===== src/rtl/mem_port.sv =====
// -----------------------------------------------------------------------------
// mem_port -- single-outstanding memory access port between the CPU datapath
// and an external request/acknowledge memory.
//
// A CPU request seen while idle is latched into registered mem_* outputs and
// held until the memory acknowledges it. The cycle after the ack is a one-cycle
// completion window (DONE). During DONE, cpu_stall is low so the datapath can
// advance. A cpu_req still asserted in DONE belongs to the finishing access and
// does not start a new access.
//
// Optional feature (compile-time macro MEM_TIMEOUT_EN):
//   A BUSY-cycle counter aborts an access that has been outstanding for
//   TIMEOUT cycles without an ack. When that happens, err is set (sticky until
//   rst), and a read returns 16'hFFFF. Without the macro, BUSY waits
//   indefinitely and err is tied to 0.
//
// Parameters:
//   TIMEOUT    max BUSY cycles before abort (used only with MEM_TIMEOUT_EN)
//
// Ports:
//   clk        clock, rising edge
//   rst        synchronous active-high reset
//   cpu_req    datapath requests an access this cycle
//   cpu_we     1 = write, 0 = read
//   cpu_addr   access address
//   cpu_wdata  write data
//   cpu_rdata  registered read data back to the datapath
//   cpu_stall  combinational freeze for controller and datapath enables
//   mem_req    registered request to external memory
//   mem_we     registered write strobe, meaningful while mem_req = 1
//   mem_addr   registered latched address
//   mem_wdata  registered latched write data
//   mem_ack    memory completion, meaningful only while mem_req = 1
//   mem_rdata  memory read data, valid in the ack cycle
//   err        sticky timeout flag
// -----------------------------------------------------------------------------
module mem_port #(
  parameter int unsigned TIMEOUT = 16
) (
  input  logic        clk,
  input  logic        rst,
  input  logic        cpu_req,
  input  logic        cpu_we,
  input  logic [15:0] cpu_addr,
  input  logic [15:0] cpu_wdata,
  output logic [15:0] cpu_rdata,
  output logic        cpu_stall,
  output logic        mem_req,
  output logic        mem_we,
  output logic [15:0] mem_addr,
  output logic [15:0] mem_wdata,
  input  logic        mem_ack,
  input  logic [15:0] mem_rdata,
  output logic        err
);

  localparam logic [1:0] StIdle = 2'd0;
  localparam logic [1:0] StBusy = 2'd1;
  localparam logic [1:0] StDone = 2'd2;

  logic [1:0]  stateQ, stateD;
  logic        memReqQ, memReqD;
  logic        memWeQ, memWeD;
  logic [15:0] memAddrQ, memAddrD;
  logic [15:0] memWdataQ, memWdataD;
  logic [15:0] cpuRdataQ, cpuRdataD;

`ifdef MEM_TIMEOUT_EN
  // The counter holds the index of the current BUSY cycle, so it only
  // needs to reach TIMEOUT-1.
  localparam int unsigned CntW = (TIMEOUT > 1) ? $clog2(TIMEOUT) : 1;
  localparam logic [CntW-1:0] CntLast = CntW'(TIMEOUT - 1);

  logic [CntW-1:0] cntQ, cntD;
  logic            errQ, errD;
`else
  logic unusedTimeout;
  assign unusedTimeout = (TIMEOUT != 0);
`endif

  // Next-state and datapath-latch logic
  always_comb begin
    stateD    = stateQ;
    memReqD   = memReqQ;
    memWeD    = memWeQ;
    memAddrD  = memAddrQ;
    memWdataD = memWdataQ;
    cpuRdataD = cpuRdataQ;
`ifdef MEM_TIMEOUT_EN
    cntD      = cntQ;
    errD      = errQ;
`endif

    case (stateQ)
      StIdle: begin
        // An ack arriving here is stale and is ignored.
        if (cpu_req) begin
          stateD    = StBusy;
          memReqD   = 1'b1;
          memWeD    = cpu_we;
          memAddrD  = cpu_addr;
          memWdataD = cpu_wdata;
`ifdef MEM_TIMEOUT_EN
          cntD      = '0;
`endif
        end
      end

      StBusy: begin
        // An ack always wins over a timeout in the same cycle.
        if (mem_ack) begin
          stateD  = StDone;
          memReqD = 1'b0;
          if (!memWeQ) begin
            cpuRdataD = mem_rdata;
          end
`ifdef MEM_TIMEOUT_EN
        end else if (cntQ == CntLast) begin
          stateD  = StDone;
          memReqD = 1'b0;
          errD    = 1'b1;
          if (!memWeQ) begin
            cpuRdataD = 16'hFFFF;
          end
        end else begin
          cntD = cntQ + 1'b1;
`endif
        end
      end

      StDone: begin
        // One-cycle completion window. A cpu_req seen here is the finishing
        // access, not a new one.
        stateD = StIdle;
      end

      default: begin
        stateD  = StIdle;
        memReqD = 1'b0;
      end
    endcase
  end

  always_ff @(posedge clk) begin
    if (rst) begin
      stateQ    <= StIdle;
      memReqQ   <= 1'b0;
      memWeQ    <= 1'b0;
      memAddrQ  <= 16'h0000;
      memWdataQ <= 16'h0000;
      cpuRdataQ <= 16'h0000;
`ifdef MEM_TIMEOUT_EN
      cntQ      <= '0;
      errQ      <= 1'b0;
`endif
    end else begin
      stateQ    <= stateD;
      memReqQ   <= memReqD;
      memWeQ    <= memWeD;
      memAddrQ  <= memAddrD;
      memWdataQ <= memWdataD;
      cpuRdataQ <= cpuRdataD;
`ifdef MEM_TIMEOUT_EN
      cntQ      <= cntD;
      errQ      <= errD;
`endif
    end
  end

  assign mem_req   = memReqQ;
  assign mem_we    = memWeQ;
  assign mem_addr  = memAddrQ;
  assign mem_wdata = memWdataQ;
  assign cpu_rdata = cpuRdataQ;

  // Release the stall in DONE so the datapath advances exactly once per access.
  assign cpu_stall = cpu_req & (stateQ != StDone);

`ifdef MEM_TIMEOUT_EN
  assign err = errQ;
`else
  assign err = 1'b0;
`endif

endmodule


===== config.mk =====
export PLATFORM = sky130hd
export DESIGN_NAME = mem_port
export DESIGN_NICKNAME = d
export VERILOG_FILES = /design/src/rtl/mem_port.sv
export SDC_FILE = /design/constraint.sdc
export NUM_CORES = 1
export LEC_CHECK = 0
export ABC_AREA = 1
export CAP_MARGIN = 30
export CORE_MARGIN = 10
export CORE_UTILIZATION = 23
export DETAILED_ROUTE_END_ITERATION = 12
export GPL_ROUTABILITY_DRIVEN = 0
export MAX_ROUTING_LAYER = met4
export PLACE_DENSITY = 0.61
export RECOVER_POWER = 25
export SLEW_MARGIN = 20
export SYNTH_ARGS = -nofsm -noshare
export SYNTH_HDL_FRONTEND = slang
export SYNTH_SLANG_ARGS = --single-unit

===== constraint.sdc =====
create_clock -name clk -period 1.4 [get_ports clk]
set_input_delay 0.35 -clock clk [delete_from_list [all_inputs] [get_ports clk]]
set_output_delay 0.35 -clock clk [all_outputs]
set_load 0.01 [all_outputs]

==> impl_metrics.xml, run 1 <==
<?xml version="1.0" encoding="UTF-8"?>
<metrics>
  <group name="worst_setup_path">
    <metric name="crit_slowest_cell" unit="">sky130_fd_sc_hd__dfxtp_1</metric>
    <metric name="worstPathRequired" unit="ns">1.05</metric>
    <metric name="cp_max_fo" unit="">2</metric>
    <metric name="cp_cell_sequence" unit="">inv_2, a21oi_1, buf_2</metric>
    <metric name="worst_setup_path_end_kind" unit="">output port</metric>
    <metric name="slowest_delay" unit="ns">0.36</metric>
    <metric name="worst_setup_path_start_kind" unit="">flip-flop</metric>
    <metric name="worst-endpoint-arrival" unit="ns">0.97</metric>
    <metric name="timing.setup.critical_path_class" unit="">flip-flop to output port</metric>
  </group>
  <group name="layout">
    <metric name="largest_cell_class" unit="">non-clock buffers</metric>
    <metric name="n_fill_cell" unit="">851</metric>
    <metric name="combGateArea" unit="um^2">803</metric>
    <metric name="area.sequential" unit="mm^2">0.00104</metric>
    <metric name="logic_gates" unit="">162</metric>
    <metric name="layout-area-overhead-vs-synth" unit="%">63.9</metric>
    <metric name="nFlopsAndLatches" unit="">52</metric>
    <metric name="num-nonclk-buffers" unit="">123</metric>
    <metric name="bufAreaShareNonClock" unit="%">35.9</metric>
    <metric name="insertedDiodeCount" unit="">1</metric>
    <metric name="seqAreaFraction" unit="%">31.8</metric>
    <metric name="clock_area_share" unit="%">2.94</metric>
    <metric name="final_cell_area" unit="mm^2">0.00327</metric>
    <metric name="drive_gt1_share" unit="%">18.1</metric>
    <metric name="nNetsFinal" unit="">402</metric>
    <metric name="num-clock-buffers" unit="">7</metric>
    <metric name="layout.non_clock_inverters" unit="">5</metric>
  </group>
  <group name="routing">
    <metric name="totalWireLength" unit="um">6240</metric>
    <metric name="first_pass_drt_iterations" unit="">4</metric>
    <metric name="drcViolationCount" unit="">0</metric>
    <metric name="viasPerCell" unit="">4.24</metric>
    <metric name="wl_per_cell" unit="um">13.7</metric>
    <metric name="final_antenna_net_count" unit="">0</metric>
    <metric name="drtIter0Drc" unit="">71</metric>
    <metric name="num_vias" unit="">1928</metric>
  </group>
  <group name="job">
    <metric name="cap_violations" unit="">0</metric>
    <metric name="warnings" unit="">26</metric>
  </group>
  <group name="run_status">
    <metric name="status" unit="">completed</metric>
  </group>
  <group name="yosys">
    <metric name="synth.cell_area" unit="mm^2">0.00200</metric>
    <metric name="synth.yosys.chip_area" unit="mm^2">0.00200</metric>
    <metric name="synth.avg_cell_area" unit="um^2">8.53</metric>
    <metric name="yosysSeqAreaShare" unit="%">52.1</metric>
    <metric name="ys_ff" unit="">52</metric>
    <metric name="synthCells" unit="">234</metric>
    <metric name="cells_in_synth_stat_txt" unit="">234</metric>
    <metric name="yosys_warnings" unit="">0</metric>
    <metric name="syn-num-nets" unit="">287</metric>
    <metric name="netlist-cell-type-count" unit="">22</metric>
  </group>
  <group name="cts">
    <metric name="cts.root.buffer_cell" unit="">sky130_fd_sc_hd__clkbuf_8</metric>
    <metric name="clock_tree_from_tritoncts" unit="">built</metric>
    <metric name="tritoncts.num_buffers" unit="">5</metric>
    <metric name="htreeDepth" unit="">2</metric>
    <metric name="path_clk_slew" unit="ns">0.09</metric>
    <metric name="max_buffers_root_to_sink" unit="">2</metric>
    <metric name="cts.repair_timing.setup_buffer_count" unit="">0</metric>
    <metric name="cts_repair_resize_count" unit="">55</metric>
    <metric name="cts_num_sinks" unit="">52</metric>
    <metric name="cts_hold_buf" unit="">0</metric>
  </group>
  <group name="pwr">
    <metric name="power_density" unit="mW/mm^2">1010</metric>
    <metric name="p_leak" unit="nW">1.45</metric>
    <metric name="power.ir.vdd_worst" unit="mV">0.428</metric>
  </group>
  <group name="placed_design">
    <metric name="preCtsSetupSlack" unit="ns">-0.500</metric>
    <metric name="port_buffers" unit="">103</metric>
    <metric name="dp.final_hpwl" unit="um">4750</metric>
    <metric name="place_area" unit="mm^2">0.00326</metric>
  </group>
  <group name="die">
    <metric name="rows" unit="">33</metric>
    <metric name="floorplan.core_util" unit="%">23.9</metric>
    <metric name="design.portCount" unit="">105</metric>
    <metric name="chip_area" unit="mm^2">0.0128</metric>
    <metric name="die_height" unit="um">113</metric>
    <metric name="dieWidth" unit="um">113</metric>
    <metric name="core-area" unit="mm^2">0.00834</metric>
    <metric name="n_tap_cell" unit="">105</metric>
  </group>
  <group name="sta">
    <metric name="finalWorstSetupSlack" unit="ns">0.0816</metric>
    <metric name="finalClockSkew" unit="ns">0.00953</metric>
    <metric name="fmaxAchievable" unit="GHz">0.759</metric>
    <metric name="final.period_utilization" unit="%">94.2</metric>
    <metric name="number_of_max_slew_violations_in_the_final_report" unit="">0</metric>
    <metric name="timing.final.setup_violations" unit="">0</metric>
    <metric name="number_of_failing_hold_endpoints_at_the_final_stage" unit="">0</metric>
    <metric name="min_period" unit="ns">1.32</metric>
    <metric name="setup_repair_after_global_routing_missed_its_margin" unit="">no</metric>
  </group>
  <group name="grt">
    <metric name="grt.total_usage" unit="%">9.59</metric>
    <metric name="global_route.overflow_total" unit="">0</metric>
    <metric name="grt_start_max_net_pins" unit="">34</metric>
    <metric name="antenna_found_initial" unit="">1</metric>
    <metric name="wire_length_of_the_first_global_routing_pass" unit="um">9780</metric>
    <metric name="grt_pass1_vias" unit="">1924</metric>
  </group>
  <group name="hold_path">
    <metric name="worst_hold_path_type" unit="">flip-flop to flip-flop</metric>
  </group>
</metrics>
[run 1: flip-flops by register name, indices dropped and copies added, names as in the netlist]
signal / count
mem_req: 1
mem_addr: 16
cpu_rdata: 16
mem_wdata: 16
mem_we: 1
stateQ: 2
[run 1: metal layers]
layer | part of all wire, % | track usage, %
met3 | 7.7 | 3.86
met4 | 0.98 | 2.79
met2 | 43 | 14.1
met5 | 0 | -
met1 | 48 | 11.8
[run 1: layout by cell type (no fill, tap or decap), types with 5 or more instances in the layout]
cell and count:
sky130_fd_sc_hd__buf_12 5, sky130_fd_sc_hd__a21oi_1 19, sky130_fd_sc_hd__nor2_2 29, sky130_fd_sc_hd__o21ai_0 8
sky130_fd_sc_hd__nor2_1 38, sky130_fd_sc_hd__dfxtp_1 52, sky130_fd_sc_hd__nand3_1 17, sky130_fd_sc_hd__o21ai_1 25
sky130_fd_sc_hd__buf_4 13, sky130_fd_sc_hd__clkdlybuf4s50_1 50, sky130_fd_sc_hd__dlygate4sd2_1 51, sky130_fd_sc_hd__clkbuf_8 7
sky130_fd_sc_hd__nand2_1 19
[run 1: synthesized netlist by cell type, drive strengths merged]
master | n | area [um^2]
a21oi | 19 | 95.1
buf | 11 | 114
clkbuf | 4 | 15.0
conb | 1 | 3.75
dfxtp | 52 | 1040
inv | 5 | 23.8
nand2 | 21 | 88.8
nand3 | 17 | 85.1
nand3b | 1 | 7.51
nor2 | 69 | 352
nor4 | 1 | 6.26
o21ai | 33 | 165
[run 1: through the flow]
stage	setup TNS [ns]	hold WS (ns)	utilization, %	instances	total power, mW
after floorplan	0	0.483	-	234	2.04
after global placement	-6.39	0.447	39.0	447	2.51
after detailed placement	-7.07	0.454	39.0	447	2.52
after CTS	0	0.465	39.4	454	3.39
after global routing	0	0.488	39.2	455	3.51
final	0	0.461	39.2	455	3.32
[run 1: cell families (layout without fill, tap and decap cells)]
| logic type | count (synthesis) | in the layout | synth area share, % |
|---|---|---|---|
| flip-flops | 52 | 52 | 52.1 |
| other | 1 | 2 | 0.188 |
| buffers and inverters | 20 | 135 | 7.64 |
| AND/OR/NAND/NOR | 109 | 109 | 27.0 |
| AND-OR/OR-AND | 52 | 52 | 13.0 |
[run 1: worst paths after layout]
| path | from | to | slack, ns | cells past startpoint |
|---|---|---|---|---|
| min reg2reg | cpu_rdata[5] | cpu_rdata[5] | 0.46 | 2 |
| max reg2reg | stateQ[0] | cpu_rdata[13] | 0.12 | 6 |
| min | cpu_rdata[5] | cpu_rdata[5] | 0.46 | 2 |
| max | stateQ[0] | cpu_stall | 0.08 | 3 |
[run 1: where the power goes]
| part | total (mW) | internal [mW] | switching (mW) |
|---|---|---|---|
| clock | 0.932 | 0.442 | 0.490 |
| combinational | 0.741 | 0.395 | 0.345 |
| sequential | 1.64 | 1.58 | 0.0594 |
| total | 3.32 | 2.42 | 0.894 |
[run 1: worst max-delay path, delay by kind of cell, from the launching register on]
family / cells / cell delay, ns
buffers and inverters: 2 / 0.20
AOI/OAI and AO/OA: 1 / 0.11
DFF: 1 / 0.36
Figure 1. Logic cells by family (run 1).
The bar under the picture is 20 um long.
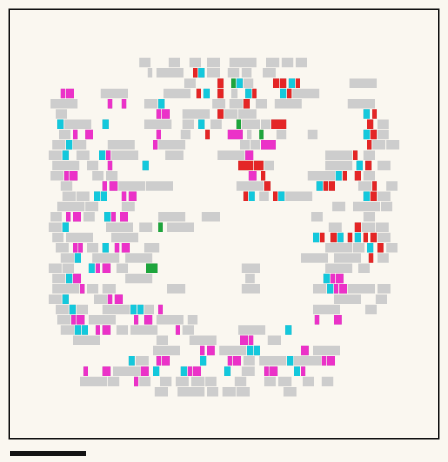
inv cells: drawn in green, cells 5. nand cells: drawn in red, cells 39. aoi and oai cells: drawn in cyan, cells 52, where all over the die. nor cells: drawn in magenta, cells 70.
most common library cell in the layout ignoring fill and taps: sky130_fd_sc_hd__dfxtp_1
final cell count without fillers: 455
multi-input logic portion of the cell area: 24.5%

Figure 2. Close-up of the layout (run 1).
The bar under the picture is 10 um long. Window x 44 to 69, y 21 to 46 um. Cells in gray, sequential cells in the stronger gray; small squares are vias.
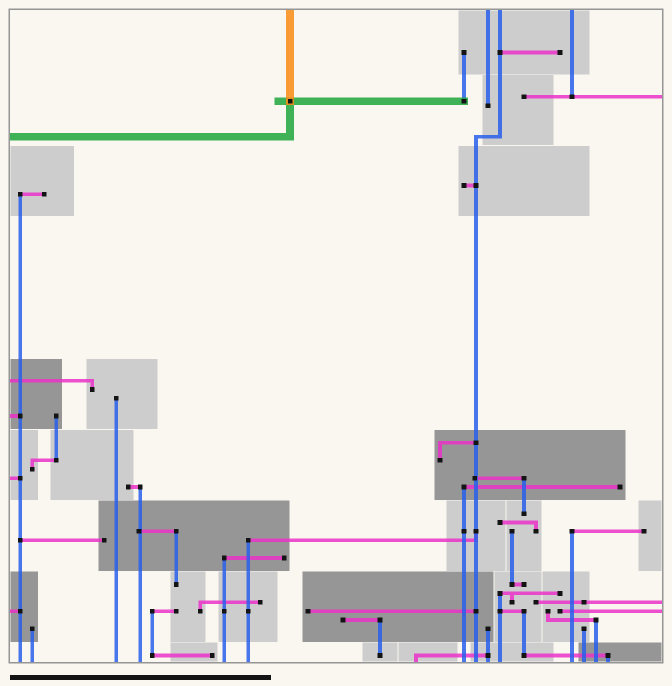
M2: drawn in blue. M3: drawn in green. M4: drawn in orange. M1: drawn in magenta.
Sequential cells in the window: 3. Netlist names of flops here include mem_wdata (3). Most frequent: nor2_1 (3), dfxtp_1 (3). 15 logic cells have their middle in the window.

Figure 3. Routed clock nets over the placement (run 1).
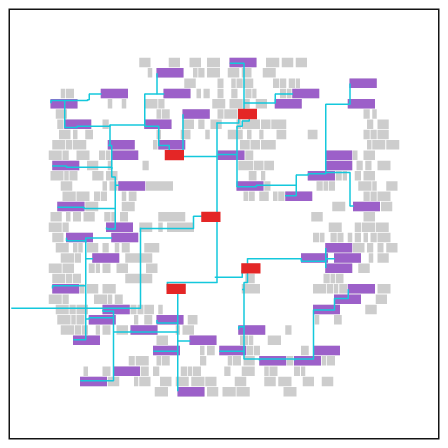
clock wires: drawn in cyan, length 728 um. clock-net drivers: drawn in red, count 5. flip-flops: drawn in purple, count 52.
There are 6 routed clock nets.
insertion delay at the late pin of the worst-skew pair: 0.30 ns
Clock Power Share: 28.1%

## Run 2: what changed since run 1
--- a/config.mk
+++ b/config.mk
@@ -6,6 +6,7 @@
 export NUM_CORES = 1
 export LEC_CHECK = 0
 export ABC_AREA = 1
+export ABC_CLOCK_PERIOD_IN_PS = 1700
 export CAP_MARGIN = 30
 export CORE_MARGIN = 10
 export CORE_UTILIZATION = 23
==> constraint.sdc (replaced) <==
create_clock -name clk -period 1.7 [get_ports clk]
set_input_delay 0.425 -clock clk [delete_from_list [all_inputs] [get_ports clk]]
set_output_delay 0.425 -clock clk [all_outputs]
set_load 0.01 [all_outputs]
Figure 4. Cell outlines without signal wires (run 2).
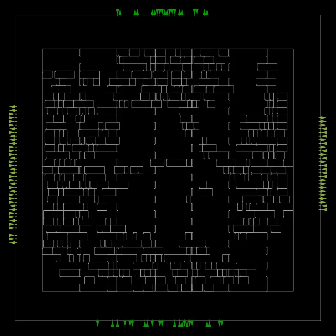
count of standard-cell rows: 33
core footprint: 0.00834 mm^2
num sequential: 52

Figure 5. Routed clock nets over the placement (run 2).
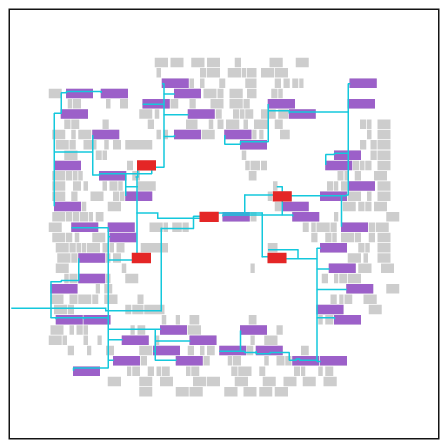
clock-net drivers: drawn in red, count 5. flip-flops: drawn in purple, count 52. clock wires: drawn in cyan, length 688 um.
There are 6 routed clock nets.
Clock Power Share: 27.3%
clock network power consumption: 0.734 mW
worst setup skew after layout: 0.00805 ns

==> run 2 against run 1 <==
Compared with the run above: wire length increased by 0.29%; clock skew decreased by 0.0015 ns; largest power group unchanged; sequential cell count unchanged; hold slack improved by 0.0037 ns; core utilization decreased by 1.5 points; area after synthesis unchanged.
==> impl_metrics.xml, run 2 <==
<?xml version="1.0" encoding="UTF-8"?>
<metrics>
  <group name="cts">
    <metric name="htreeDepth" unit="">2</metric>
    <metric name="clock_tree_from_tritoncts" unit="">built</metric>
    <metric name="path_clk_slew" unit="ns">0.09</metric>
    <metric name="tritoncts.num_buffers" unit="">5</metric>
    <metric name="clkLatencyLatePin" unit="ns">0.30</metric>
    <metric name="max_buffers_root_to_sink" unit="">2</metric>
    <metric name="cts_num_sinks" unit="">52</metric>
    <metric name="cts.root.buffer_cell" unit="">sky130_fd_sc_hd__clkbuf_8</metric>
  </group>
  <group name="grt">
    <metric name="antenna_found_initial" unit="">0</metric>
    <metric name="global_route.overflow_total" unit="">0</metric>
    <metric name="grt_start_max_net_pins" unit="">34</metric>
    <metric name="grt_pass1_vias" unit="">2016</metric>
    <metric name="grt.total_usage" unit="%">9.80</metric>
    <metric name="globalRouteMet3Util" unit="%">4.44</metric>
  </group>
  <group name="worst_setup_path">
    <metric name="timing.setup.critical_path_class" unit="">flip-flop to output port</metric>
    <metric name="timing.reg2reg.worst_path_depth" unit="">5</metric>
    <metric name="worstReg2RegEnd" unit="">mem_addr[4]</metric>
    <metric name="worst_setup_path_end_kind" unit="">output port</metric>
    <metric name="worst-endpoint-arrival" unit="ns">1.21</metric>
    <metric name="cp_max_fo" unit="">2</metric>
    <metric name="critical_path.reg2reg.startpoint" unit="">stateQ[1]</metric>
    <metric name="cp_cell_sequence" unit="">clkdlybuf4s50_1</metric>
    <metric name="critical-path-top-delay-family" unit="">buffers and inverters</metric>
    <metric name="slowest_delay" unit="ns">0.55</metric>
    <metric name="crit_slowest_cell" unit="">sky130_fd_sc_hd__clkdlybuf4s50_1</metric>
  </group>
  <group name="sta">
    <metric name="min_period" unit="ns">1.64</metric>
    <metric name="timing.final.setup_violations" unit="">0</metric>
    <metric name="final.period_utilization" unit="%">96.4</metric>
    <metric name="fmaxAchievable" unit="GHz">0.610</metric>
  </group>
  <group name="pwr">
    <metric name="p_leak" unit="nW">1.16</metric>
    <metric name="power.ir.vdd_worst" unit="mV">0.354</metric>
    <metric name="seq_power_share" unit="%">50.6</metric>
    <metric name="finalPower" unit="mW">2.69</metric>
    <metric name="p_switching" unit="mW">0.732</metric>
    <metric name="power_density" unit="mW/mm^2">854</metric>
  </group>
  <group name="job">
    <metric name="cap_violations" unit="">0</metric>
    <metric name="warnings" unit="">26</metric>
  </group>
  <group name="yosys">
    <metric name="yosysSeqAreaShare" unit="%">52.1</metric>
    <metric name="netlist-cell-type-count" unit="">22</metric>
    <metric name="synthCells" unit="">234</metric>
    <metric name="synth_area_leader_cell" unit="">sky130_fd_sc_hd__dfxtp_1</metric>
    <metric name="proportion_of_synthesized_flip_flops_having_asynchronous_set_or_reset" unit="%">0</metric>
    <metric name="syn-num-nets" unit="">287</metric>
    <metric name="yosys_most_used_dff" unit="">sky130_fd_sc_hd__dfxtp_1</metric>
    <metric name="synth_largest_type_area_fraction" unit="%">52.1</metric>
    <metric name="yosys_warnings" unit="">0</metric>
    <metric name="synth.cell_area" unit="mm^2">0.00200</metric>
  </group>
  <group name="layout">
    <metric name="combGateArea" unit="um^2">797</metric>
    <metric name="area.sequential" unit="mm^2">0.00104</metric>
    <metric name="layout.cells.most_common_list" unit="">88 x sky130_fd_sc_hd__clkdlybuf4s50_1, 52 x sky130_fd_sc_hd__dfxtp_1, 37 x sky130_fd_sc_hd__nor2_1</metric>
    <metric name="insertedDiodeCount" unit="">0</metric>
    <metric name="drive_gt1_share" unit="%">16.1</metric>
    <metric name="instances_no_fill" unit="">446</metric>
    <metric name="layout-area-overhead-vs-synth" unit="%">57.8</metric>
    <metric name="nNetsFinal" unit="">393</metric>
  </group>
  <group name="placed_design">
    <metric name="numPlacedInstances" unit="">438</metric>
    <metric name="preCtsSetupSlack" unit="ns">-0.345</metric>
    <metric name="dp.final_hpwl" unit="um">4820</metric>
    <metric name="port_buffers" unit="">103</metric>
  </group>
  <group name="die">
    <metric name="floorplan.core_util" unit="%">23.9</metric>
  </group>
  <group name="routing">
    <metric name="first_pass_drt_iterations" unit="">4</metric>
    <metric name="totalWireLength" unit="um">6260</metric>
    <metric name="viasPerCell" unit="">4.22</metric>
  </group>
  <group name="hold_path">
    <metric name="timing.hold.worst.start" unit="">cpu_rdata[6]</metric>
  </group>
  <group name="run_status">
    <metric name="status" unit="">completed</metric>
  </group>
</metrics>
==> run 2: cells by family (layout without fill, tap and decap cells) <==
group,count (synthesis),in the layout,synth area share (%)
DFF,52,52,52.1
other,1,1,0.188
and+or+nand+nor,109,109,27.0
AOI/OAI and AO/OA,52,52,13.0
buffers and inverters,20,127,7.64
==> run 2: worst register-to-register path: cells and delay by family (launching register included) <==
family,cells,cell delay [ns]
flops,1,0.40
compound gates,1,0.18
simple gates,3,0.50
buf+inv,1,0.27
==> run 2: what timing repair did <==
action / CTS / global route
endpoints found under the setup margin: 2 / 14
gates resized: 5 / 14
buffers inserted: 0 / 0
pin swaps: 0 / 0
hold buffers: 0 / 0
endpoints found under the hold margin: 0 / 0
==> run 2: cell type report <==
type | count | area share, %
Timing Repair Buffer | 114 | 33.8
Sequential cell | 52 | 33.0
Multi-Input combinational cell | 162 | 25.3
Inverter | 5 | 0.754
Clock buffer | 7 | 2.74
Tap cell | 105 | 4.17
Clock inverter | 1 | 0.238
==> run 2: worst max path at each step <==
stage / to / cells past startpoint / slack (ns) / start
after detailed placement: cpu_stall / 4 / -0.35 / cpu_req
after global placement: cpu_stall / 4 / -0.34 / cpu_req
final: mem_addr[15] / 1 / 0.06 / mem_addr[15]
after CTS: mem_addr[13] / 1 / 0.02 / mem_addr[13]
after floorplan: cpu_rdata[10] / 3 / 0.55 / rst
after global routing: mem_wdata[1] / 1 / 0.0009 / mem_wdata[1]
==> run 2: per-layer routing <==
| layer | share of wire [%] | vias to the layer above |
|---|---|---|
| li1 | - | 972 |
| met2 | 45 | 69 |
| met4 | 0.94 | 0 |
| met3 | 9.5 | 9 |
| met5 | 0 | - |
| met1 | 44 | 831 |
==> run 2: power by group through the flow <==
stage                     Clock [mW]  Sequential [mW]  Combinational [mW]
after global placement             0             1.39               0.645
after floorplan                    0             1.43               0.255
final                          0.734             1.36               0.596
after CTS                      0.786             1.36               0.649
after detailed placement           0             1.39               0.649
after global routing           0.836             1.37               0.658
==> run 2: metrics by stage <==
stage	hold slack (ns)	instance area (um^2)
floorplan	0.483	2000
global placement	0.449	3150
detailed placement	0.452	3150
CTS	0.467	3240
global route	0.478	3150
finish	0.465	3150
## Run 3: what changed since run 2
--- a/config.mk
+++ b/config.mk
@@ -6,7 +6,7 @@
 export NUM_CORES = 1
 export LEC_CHECK = 0
 export ABC_AREA = 1
-export ABC_CLOCK_PERIOD_IN_PS = 1700
+export ABC_CLOCK_PERIOD_IN_PS = 1800
 export CAP_MARGIN = 30
 export CORE_MARGIN = 10
 export CORE_UTILIZATION = 23
==> constraint.sdc (replaced) <==
create_clock -name clk -period 1.8 [get_ports clk]
set_input_delay 0.45 -clock clk [delete_from_list [all_inputs] [get_ports clk]]
set_output_delay 0.45 -clock clk [all_outputs]
set_load 0.01 [all_outputs]
Figure 6. Routed metal per tile (run 3).
23 x 23 tiles, from black (low) to pale yellow (high), scaled to the fullest tile. Values are wire area over tile area, all layers added.
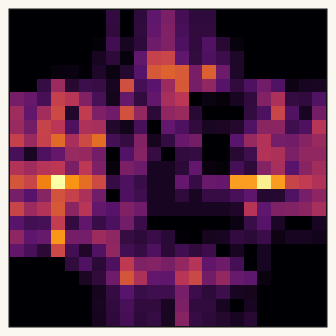
The mean over all tiles is 0.080. 29% of the tiles are nearly empty. The emptiest ninth of the die: bottom right.

Figure 7. Routed clock nets over the placement (run 3).
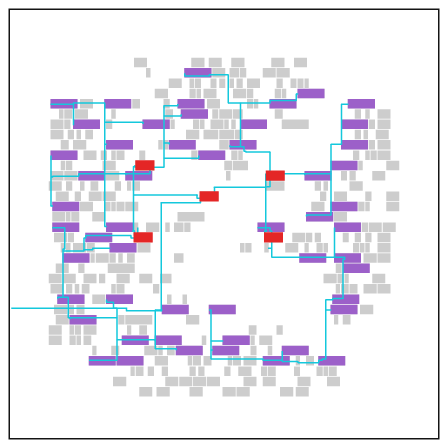
clock wires: drawn in cyan, length 697 um. clock-net drivers: drawn in red, count 5. flip-flops: drawn in purple, count 52.
There are 6 routed clock nets.

==> run 3 against run 2 <==
Compared with the run above: non-clock buffer count down 2; register-to-register slack gained 0.12 ns; synthesized cell count did not move; count of clock-buffer cells in the layout up 1; hold slack worse by 0.0018 ns; global-route usage about the same; worst setup slack gained 0.0088 ns; core utilization is 0.98 points higher; sequential cell count unchanged; sequential share of layout area down 0.83 points; die area unchanged; largest power group unchanged.
==> impl_metrics.xml, run 3 <==
<?xml version="1.0" encoding="UTF-8"?>
<metrics>
  <group name="layout">
    <metric name="post-route-util" unit="%">38.8</metric>
    <metric name="layout.cells.most_common_list" unit="">101 x sky130_fd_sc_hd__clkdlybuf4s50_1, 52 x sky130_fd_sc_hd__dfxtp_1, 36 x sky130_fd_sc_hd__nor2_1</metric>
    <metric name="n_fill_cell" unit="">878</metric>
    <metric name="nNetsFinal" unit="">391</metric>
    <metric name="drive_gt1_share" unit="%">15.9</metric>
    <metric name="instances_no_fill" unit="">445</metric>
    <metric name="layout-area-overhead-vs-synth" unit="%">61.9</metric>
    <metric name="mostFrequentLayoutCell" unit="">sky130_fd_sc_hd__clkdlybuf4s50_1</metric>
  </group>
  <group name="yosys">
    <metric name="ys_ff" unit="">52</metric>
    <metric name="proportion_of_synthesized_flip_flops_having_asynchronous_set_or_reset" unit="%">0</metric>
    <metric name="top_cells_by_count" unit="">52 x sky130_fd_sc_hd__dfxtp_1, 36 x sky130_fd_sc_hd__nor2_1, 31 x sky130_fd_sc_hd__nor2_2, 28 x sky130_fd_sc_hd__o21ai_1</metric>
    <metric name="yosys_most_used_dff" unit="">sky130_fd_sc_hd__dfxtp_1</metric>
    <metric name="yosysSeqAreaShare" unit="%">52.1</metric>
    <metric name="yosys_warnings" unit="">0</metric>
    <metric name="top_cells_by_area" unit="">sky130_fd_sc_hd__dfxtp_1 52%, sky130_fd_sc_hd__nor2_2 9.7%, sky130_fd_sc_hd__o21ai_1 7.0%</metric>
    <metric name="netlist-cell-type-count" unit="">22</metric>
    <metric name="synth.yosys.chip_area" unit="mm^2">0.00200</metric>
    <metric name="synth.avg_cell_area" unit="um^2">8.53</metric>
    <metric name="synth.cell_area" unit="mm^2">0.00200</metric>
    <metric name="synthCells" unit="">234</metric>
    <metric name="syn-num-nets" unit="">287</metric>
    <metric name="synth_largest_type_area_fraction" unit="%">52.1</metric>
    <metric name="synth_area_leader_cell" unit="">sky130_fd_sc_hd__dfxtp_1</metric>
    <metric name="synth-edff-count" unit="">0</metric>
    <metric name="cells_in_synth_stat_txt" unit="">234</metric>
    <metric name="post-synth-top-count-cell" unit="">sky130_fd_sc_hd__dfxtp_1</metric>
  </group>
  <group name="die">
    <metric name="die_height" unit="um">113</metric>
    <metric name="core-area" unit="mm^2">0.00834</metric>
    <metric name="chip_area" unit="mm^2">0.0128</metric>
    <metric name="floorplan.core_util" unit="%">23.9</metric>
    <metric name="design.portCount" unit="">105</metric>
    <metric name="rows" unit="">33</metric>
    <metric name="dieWidth" unit="um">113</metric>
  </group>
  <group name="routing">
    <metric name="totalWireLength" unit="um">6200</metric>
    <metric name="viasPerCell" unit="">4.26</metric>
    <metric name="final_antenna_net_count" unit="">0</metric>
    <metric name="drcViolationCount" unit="">0</metric>
    <metric name="wl_per_cell" unit="um">13.9</metric>
    <metric name="num_vias" unit="">1894</metric>
    <metric name="first_pass_drt_iterations" unit="">4</metric>
    <metric name="drtIter0Drc" unit="">77</metric>
  </group>
  <group name="placed_design">
    <metric name="numPlacedInstances" unit="">436</metric>
    <metric name="preCtsSetupSlack" unit="ns">-0.301</metric>
    <metric name="dp.final_hpwl" unit="um">4680</metric>
    <metric name="port_buffers" unit="">103</metric>
  </group>
  <group name="cts">
    <metric name="max_buffers_root_to_sink" unit="">2</metric>
    <metric name="clock_tree_from_tritoncts" unit="">built</metric>
    <metric name="path_clk_slew" unit="ns">0.09</metric>
    <metric name="htreeDepth" unit="">2</metric>
    <metric name="cts.root.buffer_cell" unit="">sky130_fd_sc_hd__clkbuf_8</metric>
    <metric name="cts_num_sinks" unit="">52</metric>
    <metric name="clkLatencyLatePin" unit="ns">0.30</metric>
    <metric name="cts.repair_timing.setup_buffer_count" unit="">0</metric>
    <metric name="cts_hold_buf" unit="">0</metric>
    <metric name="tritoncts.num_buffers" unit="">5</metric>
    <metric name="cts_repair_resize_count" unit="">3</metric>
  </group>
  <group name="job">
    <metric name="warnings" unit="">26</metric>
    <metric name="cap_violations" unit="">0</metric>
  </group>
  <group name="grt">
    <metric name="grt.total_usage" unit="%">9.79</metric>
    <metric name="grt_start_max_net_pins" unit="">34</metric>
    <metric name="grt_pass1_vias" unit="">2002</metric>
    <metric name="wire_length_of_the_first_global_routing_pass" unit="um">10000</metric>
    <metric name="global_route.overflow_total" unit="">0</metric>
    <metric name="antenna_found_initial" unit="">1</metric>
  </group>
  <group name="worst_setup_path">
    <metric name="crit_slowest_cell" unit="">sky130_fd_sc_hd__clkdlybuf4s50_1</metric>
    <metric name="worst_setup_path_start_kind" unit="">flip-flop</metric>
    <metric name="cp_max_fo" unit="">3</metric>
    <metric name="worst_setup_path_end_kind" unit="">output port</metric>
    <metric name="timing.setup.critical_path_class" unit="">flip-flop to output port</metric>
    <metric name="crit_path_buf_inv_count" unit="">1</metric>
    <metric name="worst-endpoint-arrival" unit="ns">1.28</metric>
    <metric name="worstPathRequired" unit="ns">1.35</metric>
    <metric name="cp_cell_sequence" unit="">clkdlybuf4s50_1</metric>
    <metric name="slowest_delay" unit="ns">0.58</metric>
    <metric name="critical-path-top-delay-family" unit="">buffers and inverters</metric>
  </group>
  <group name="sta">
    <metric name="number_of_max_slew_violations_in_the_final_report" unit="">0</metric>
    <metric name="final.period_utilization" unit="%">96.1</metric>
    <metric name="min_period" unit="ns">1.73</metric>
    <metric name="fmaxAchievable" unit="GHz">0.578</metric>
    <metric name="finalClockSkew" unit="ns">0.00556</metric>
    <metric name="number_of_failing_hold_endpoints_at_the_final_stage" unit="">0</metric>
    <metric name="finalWorstSetupSlack" unit="ns">0.0706</metric>
    <metric name="setup_repair_after_global_routing_missed_its_margin" unit="">no</metric>
    <metric name="timing.final.setup_violations" unit="">0</metric>
    <metric name="hold_ws" unit="ns">0.463</metric>
  </group>
  <group name="pwr">
    <metric name="power.ir.vdd_worst" unit="mV">0.370</metric>
    <metric name="finalPower" unit="mW">2.56</metric>
    <metric name="p_leak" unit="nW">1.19</metric>
    <metric name="power_density" unit="mW/mm^2">793</metric>
  </group>
  <group name="hold_path">
    <metric name="worst_hold_path_type" unit="">flip-flop to flip-flop</metric>
  </group>
  <group name="run_status">
    <metric name="status" unit="">completed</metric>
  </group>
</metrics>
run 3: kinds of logic (layout without fill, tap and decap cells):
family          count (synthesis)  after routing  share of synthesized area, %
simple gates                  109            109                          27.0
compound gates                 52             52                          13.0
other cells                     1              2                         0.188
flops                          52             52                          52.1
buf+inv                        20            125                          7.64
run 3: worst paths after layout:
path | from | slack [ns] | cells past startpoint | end
setup reg to reg | stateQ[0] | 0.36 | 5 | cpu_rdata[11]
setup / recovery | mem_we | 0.07 | 1 | mem_we
hold reg to reg | cpu_rdata[12] | 0.46 | 2 | cpu_rdata[12]
hold / removal | cpu_rdata[12] | 0.46 | 2 | cpu_rdata[12]
run 3: final cells by class:
class / instances / area [um^2] / share of cell area [%]
multi-input cells: 162 / 803 / 24.8
flip-flops and latches: 52 / 1040 / 32.2
inverters: 5 / 23.8 / 0.735
repair buffers: 112 / 1140 / 35.3
diodes: 1 / 2.50 / 0.0774
well taps: 105 / 131 / 4.06
clock buffers: 8 / 90.1 / 2.79
run 3: stage by stage:
step,cell area [um^2],setup TNS (ns)
floorplan,2000,0
global placement,3150,-0.292
detailed placement,3150,-0.301
CTS,3240,0
global route,3230,0
finish,3230,0
run 3: worst reg2reg max path, stage by stage, from the launching register on:
cell                      delay [ns]
sky130_fd_sc_hd__dfxtp_1        0.39
sky130_fd_sc_hd__inv_2          0.08
sky130_fd_sc_hd__nor2_4         0.33
sky130_fd_sc_hd__nand2_2        0.31
sky130_fd_sc_hd__nand2_1        0.14
sky130_fd_sc_hd__a21oi_1        0.06
run 3: where the power goes:
part           internal [mW]  total, mW  switching, mW  leakage (nW)
sequential              1.23       1.29         0.0530         0.428
clock                  0.315      0.684          0.369        0.0455
combinational          0.338      0.594          0.256         0.713
total                   1.88       2.56          0.679          1.19
run 3: layer usage:
metal | vias to the layer above | track usage (%) | wire length (um)
met4 | 0 | 2.79 | 60
li1 | 962 | - | -
met2 | 73 | 14.5 | 2770
met3 | 8 | 4.70 | 626
met1 | 851 | 11.5 | 2750
met5 | - | - | 0
Power figures rest on the tool's default switching activity, not on a simulated workload.
